### src/rtl/systolic_pkg.sv
`default_nettype none
// ============================================================================
// Package     : systolic_pkg
// Description : Shared FSM state encoding and default geometry for the
//               systolic skew feeder.
// Revision    : 1.0 - initial release
// ============================================================================
package systolic_pkg;

    localparam int SYS_WIDTH = 8;
    localparam int SYS_DIM   = 10;

    typedef enum logic [1:0] {
        ST_IDLE  = 2'd0,
        ST_LOAD  = 2'd1,
        ST_DRAIN = 2'd2,
        ST_DONE  = 2'd3
    } feeder_state_e;

endpackage
`default_nettype wire

### src/rtl/skew_lane.sv
`default_nettype none
// ============================================================================
// Module      : skew_lane
// Description : DEPTH-stage register delay line, synchronous active-low reset.
// Revision    : 1.0 - initial release
// ============================================================================
module skew_lane #(
    parameter int WIDTH = 8,
    parameter int DEPTH = 1
) (
    input  logic             clk,
    input  logic             rst_n,
    input  logic [WIDTH-1:0] i_data,
    output logic [WIDTH-1:0] o_data
);

    logic [DEPTH-1:0][WIDTH-1:0] r_pipe;

    always_ff @(posedge clk) begin
        if (!rst_n) begin
            r_pipe <= '0;
        end else begin
            r_pipe[0] <= i_data;
            for (int s = 1; s < DEPTH; s++) begin
                r_pipe[s] <= r_pipe[s-1];
            end
        end
    end

    assign o_data = r_pipe[DEPTH-1];

endmodule
`default_nettype wire

### src/rtl/systolic_skew_feeder.sv
`default_nettype none
// ============================================================================
// Module      : systolic_skew_feeder
// Description : Accepts DIM operand beats and feeds them to a DIMxDIM systolic
//               array with lane i delayed by i+1 cycles, then waits for the
//               array to drain. Define SKEW_FEEDER_PERF_EN to add stall_cnt.
// Revision    : 1.0 - initial release
// ============================================================================
module systolic_skew_feeder
    import systolic_pkg::*;
#(
    parameter int WIDTH = SYS_WIDTH,
    parameter int DIM   = SYS_DIM
) (
    input  logic                        clock,
    input  logic                        reset,
    input  logic                        in_valid,
    output logic                        in_ready,
    input  logic [DIM-1:0][WIDTH-1:0]   in_left,
    input  logic [DIM-1:0][WIDTH-1:0]   in_top,
    output logic [DIM-1:0][WIDTH-1:0]   out_left,
    output logic [DIM-1:0][WIDTH-1:0]   out_top,
    output logic                        busy,
    output logic                        done
`ifdef SKEW_FEEDER_PERF_EN
    ,
    output logic [15:0]                 stall_cnt
`endif
);

    localparam logic [1:0] c_IDLE  = ST_IDLE;
    localparam logic [1:0] c_LOAD  = ST_LOAD;
    localparam logic [1:0] c_DRAIN = ST_DRAIN;
    localparam logic [1:0] c_DONE  = ST_DONE;

    localparam int CW = $clog2(DIM + 1);
    localparam int DW = $clog2(2 * DIM + 1);
    localparam logic [CW-1:0] c_LAST_BEAT  = CW'(DIM - 1);
    localparam logic [DW-1:0] c_LAST_DRAIN = DW'(2 * DIM - 1);

    logic [1:0]    r_state;
    logic [CW-1:0] r_beat;
    logic [DW-1:0] r_drain;
    logic          w_accept;

    logic [DIM-1:0][WIDTH-1:0] w_feed_left;
    logic [DIM-1:0][WIDTH-1:0] w_feed_top;

    assign in_ready = (r_state == c_IDLE) || (r_state == c_LOAD);
    assign w_accept = in_valid && in_ready;
    assign busy     = (r_state == c_LOAD) || (r_state == c_DRAIN);
    assign done     = (r_state == c_DONE);

    // Cycles without an accepted beat push zeros so the skew stays aligned.
    assign w_feed_left = w_accept ? in_left : '0;
    assign w_feed_top  = w_accept ? in_top  : '0;

    always_ff @(posedge clock) begin
        if (!reset) begin
            r_state <= c_IDLE;
            r_beat  <= '0;
            r_drain <= '0;
        end else begin
            case (r_state)
                c_IDLE: begin
                    if (w_accept) begin
                        r_state <= c_LOAD;
                        r_beat  <= CW'(1);
                    end
                end
                c_LOAD: begin
                    if (w_accept) begin
                        r_beat <= r_beat + CW'(1);
                        if (r_beat == c_LAST_BEAT) begin
                            r_state <= c_DRAIN;
                            r_drain <= '0;
                        end
                    end
                end
                c_DRAIN: begin
                    if (r_drain == c_LAST_DRAIN) begin
                        r_state <= c_DONE;
                    end else begin
                        r_drain <= r_drain + DW'(1);
                    end
                end
                c_DONE: begin
                    r_state <= c_IDLE;
                end
                default: begin
                    r_state <= c_IDLE;
                end
            endcase
        end
    end

    for (genvar gi = 0; gi < DIM; gi++) begin : g_lane
        skew_lane #(
            .WIDTH (WIDTH),
            .DEPTH (gi + 1)
        ) u_left (
            .clk    (clock),
            .rst_n  (reset),
            .i_data (w_feed_left[gi]),
            .o_data (out_left[gi])
        );

        skew_lane #(
            .WIDTH (WIDTH),
            .DEPTH (gi + 1)
        ) u_top (
            .clk    (clock),
            .rst_n  (reset),
            .i_data (w_feed_top[gi]),
            .o_data (out_top[gi])
        );
    end

`ifdef SKEW_FEEDER_PERF_EN
    logic [15:0] r_stall_cnt;

    always_ff @(posedge clock) begin
        if (!reset) begin
            r_stall_cnt <= '0;
        end else if ((r_state == c_IDLE) && w_accept) begin
            r_stall_cnt <= '0;
        end else if ((r_state == c_LOAD) && !w_accept && (r_stall_cnt != 16'hFFFF)) begin
            r_stall_cnt <= r_stall_cnt + 16'd1;
        end
    end

    assign stall_cnt = r_stall_cnt;
`endif

endmodule
`default_nettype wire
### config.mk
export PLATFORM = sky130hd
export DESIGN_NAME = systolic_skew_feeder
export DESIGN_NICKNAME = d
export VERILOG_FILES = /design/src/rtl/systolic_pkg.sv /design/src/rtl/skew_lane.sv /design/src/rtl/systolic_skew_feeder.sv
export SDC_FILE = /design/constraint.sdc
export NUM_CORES = 1
export LEC_CHECK = 0
export ABC_AREA = 1
export CAP_MARGIN = 40
export CELL_PAD_IN_SITES_DETAIL_PLACEMENT = 1
export CELL_PAD_IN_SITES_GLOBAL_PLACEMENT = 1
export CORE_MARGIN = 2
export CORE_UTILIZATION = 23
export DETAILED_ROUTE_END_ITERATION = 7
export PLACE_DENSITY_LB_ADDON = 0.1
export SETUP_SLACK_MARGIN = 0.1
export SLEW_MARGIN = 0
export SYNTH_ARGS = -nofsm -noshare
export SYNTH_HDL_FRONTEND = slang
export SYNTH_SLANG_ARGS = --single-unit
### constraint.sdc
create_clock -name clock -period 3.8 [get_ports clock]
set_input_delay 0.38 -clock clock [delete_from_list [all_inputs] [get_ports clock]]
set_output_delay 0.38 -clock clock [all_outputs]
set_load 0.05 [all_outputs]
**M1 wires**

(1 px per um) Supply wires on this layer in gray.
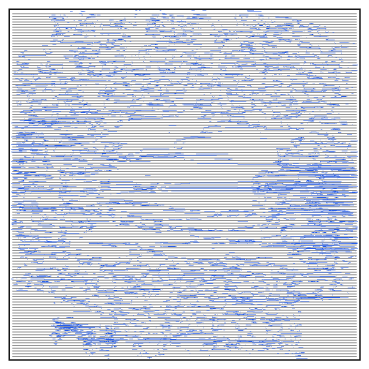
longest straight run: 113 um
main direction: horizontal
nets with wire on the layer: 3168
wire length on this layer: 23.5 mm
share of all routed wire: 45%
GR Util met1: 10.44%
DRT Wirelength: 52510 um
via count: 16150

**Signal wires on met2**

(1 px per um) Cells faint in the background.
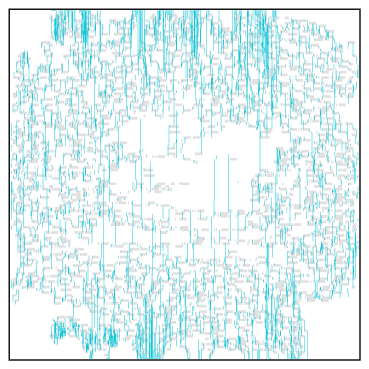
main direction: vertical
share of all routed wire: 44%
met2 Use GR: 13.89%

**The metal 3 layer**

(1 px per um)
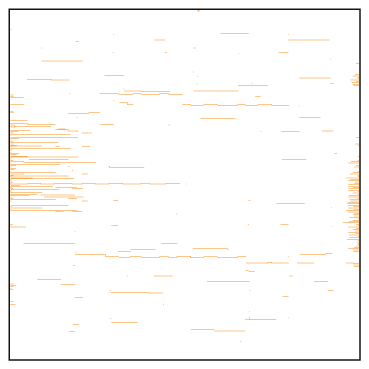
share of all routed wire: 7.3%
wire length on this layer: 3840 um
M3 GR Usage: 3.465%

**Met4 routing**

(1 px per um) Supply wires on this layer in gray.
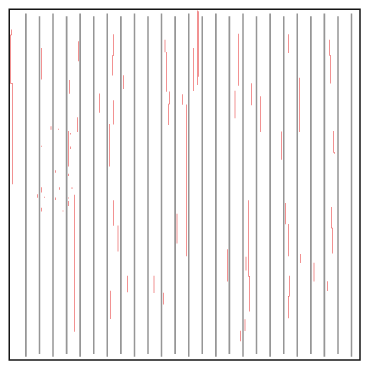
nets with wire on the layer: 25
wire length on this layer: 1830 um

==> flow_summary.ini <==
; synthesis and place-and-route metrics
[setup_path]
timing.rr.end = g_lane[5].u_top.r_pipe[5]
path_class = reg2out
r2r_setup_slack_ns = 1.67
cp_num_buf_inv = 3
cp-startpoint = r_state[1]
crit_end = in_ready

[synth]
yosysWarnings = 0
adder_share_pct = 0.3196
syn_area_per_cell_um2 = 9.172
postSynthCellCount = 2988
synth_cell_types = 21
ys_cells = 2988
top_cell_area_share_pct = 65.09

[cells_and_area]
signal_buffer_area_fraction_pct = 10.07
mostFrequentLayoutCells = inv_1 (895), dfxtp_1 (891), nand2_1 (744)
fin_cells = 4800
lay_top_count = inv_1
seq_cells = 891
clock_area_share_pct = 9.903

[detailed_routing]
first_iter_violations = 476
dr_wl_met3_um = 3840
antenna_left = 0
first_pass_iters = 4

[status]
status = completed

[floorplan]
rows = 126
fp_util_pct = 23.21
core_area_um2 = 118100
tapCellCount = 1536

[final_timing]
clock.fmax_mhz = 376.8
fin_crit_ns = 2.654
hold_slack_ns = 0.1594
worstMarginPinSlew_ns = 0.7998

[cts]
hold_buffers = 0
htree_levels = 3

[pwr]
p_leak_nw = 19.26

[placed_design]
port-buffer-count = 325
place_ws_ns = 1.506

[grt]
antenna_found_initial = 14
==> where the power goes <==
part,total (mW),switching (mW),internal [mW]
sequential,9.87,0.121,9.74
combinational,1.67,1.08,0.585
clock,9.86,3.79,6.07
==> cells in the mapped netlist <==
library cell,n
a21oi_1,6
ha_1,7
a2bb2oi_1,1
clkbuf_1,8
inv_1,895
nor2_1,73
buf_8,1
inv_2,2
buf_2,80
nand2_4,3
buf_12,10
nand3_1,12
nor3_1,3
inv_4,1
nand2_1,744
nand4_1,3
o21ai_0,3
buf_4,144
nor2_4,100
dfxtp_1,891
nand2_2,1
==> tightest hold or removal path: stages <==
cell and delay [ns]:
buf_8 0.23, nand2_1 0.11, inv_1 0.03
Power figures rest on the tool's default switching activity, not on a simulated workload.
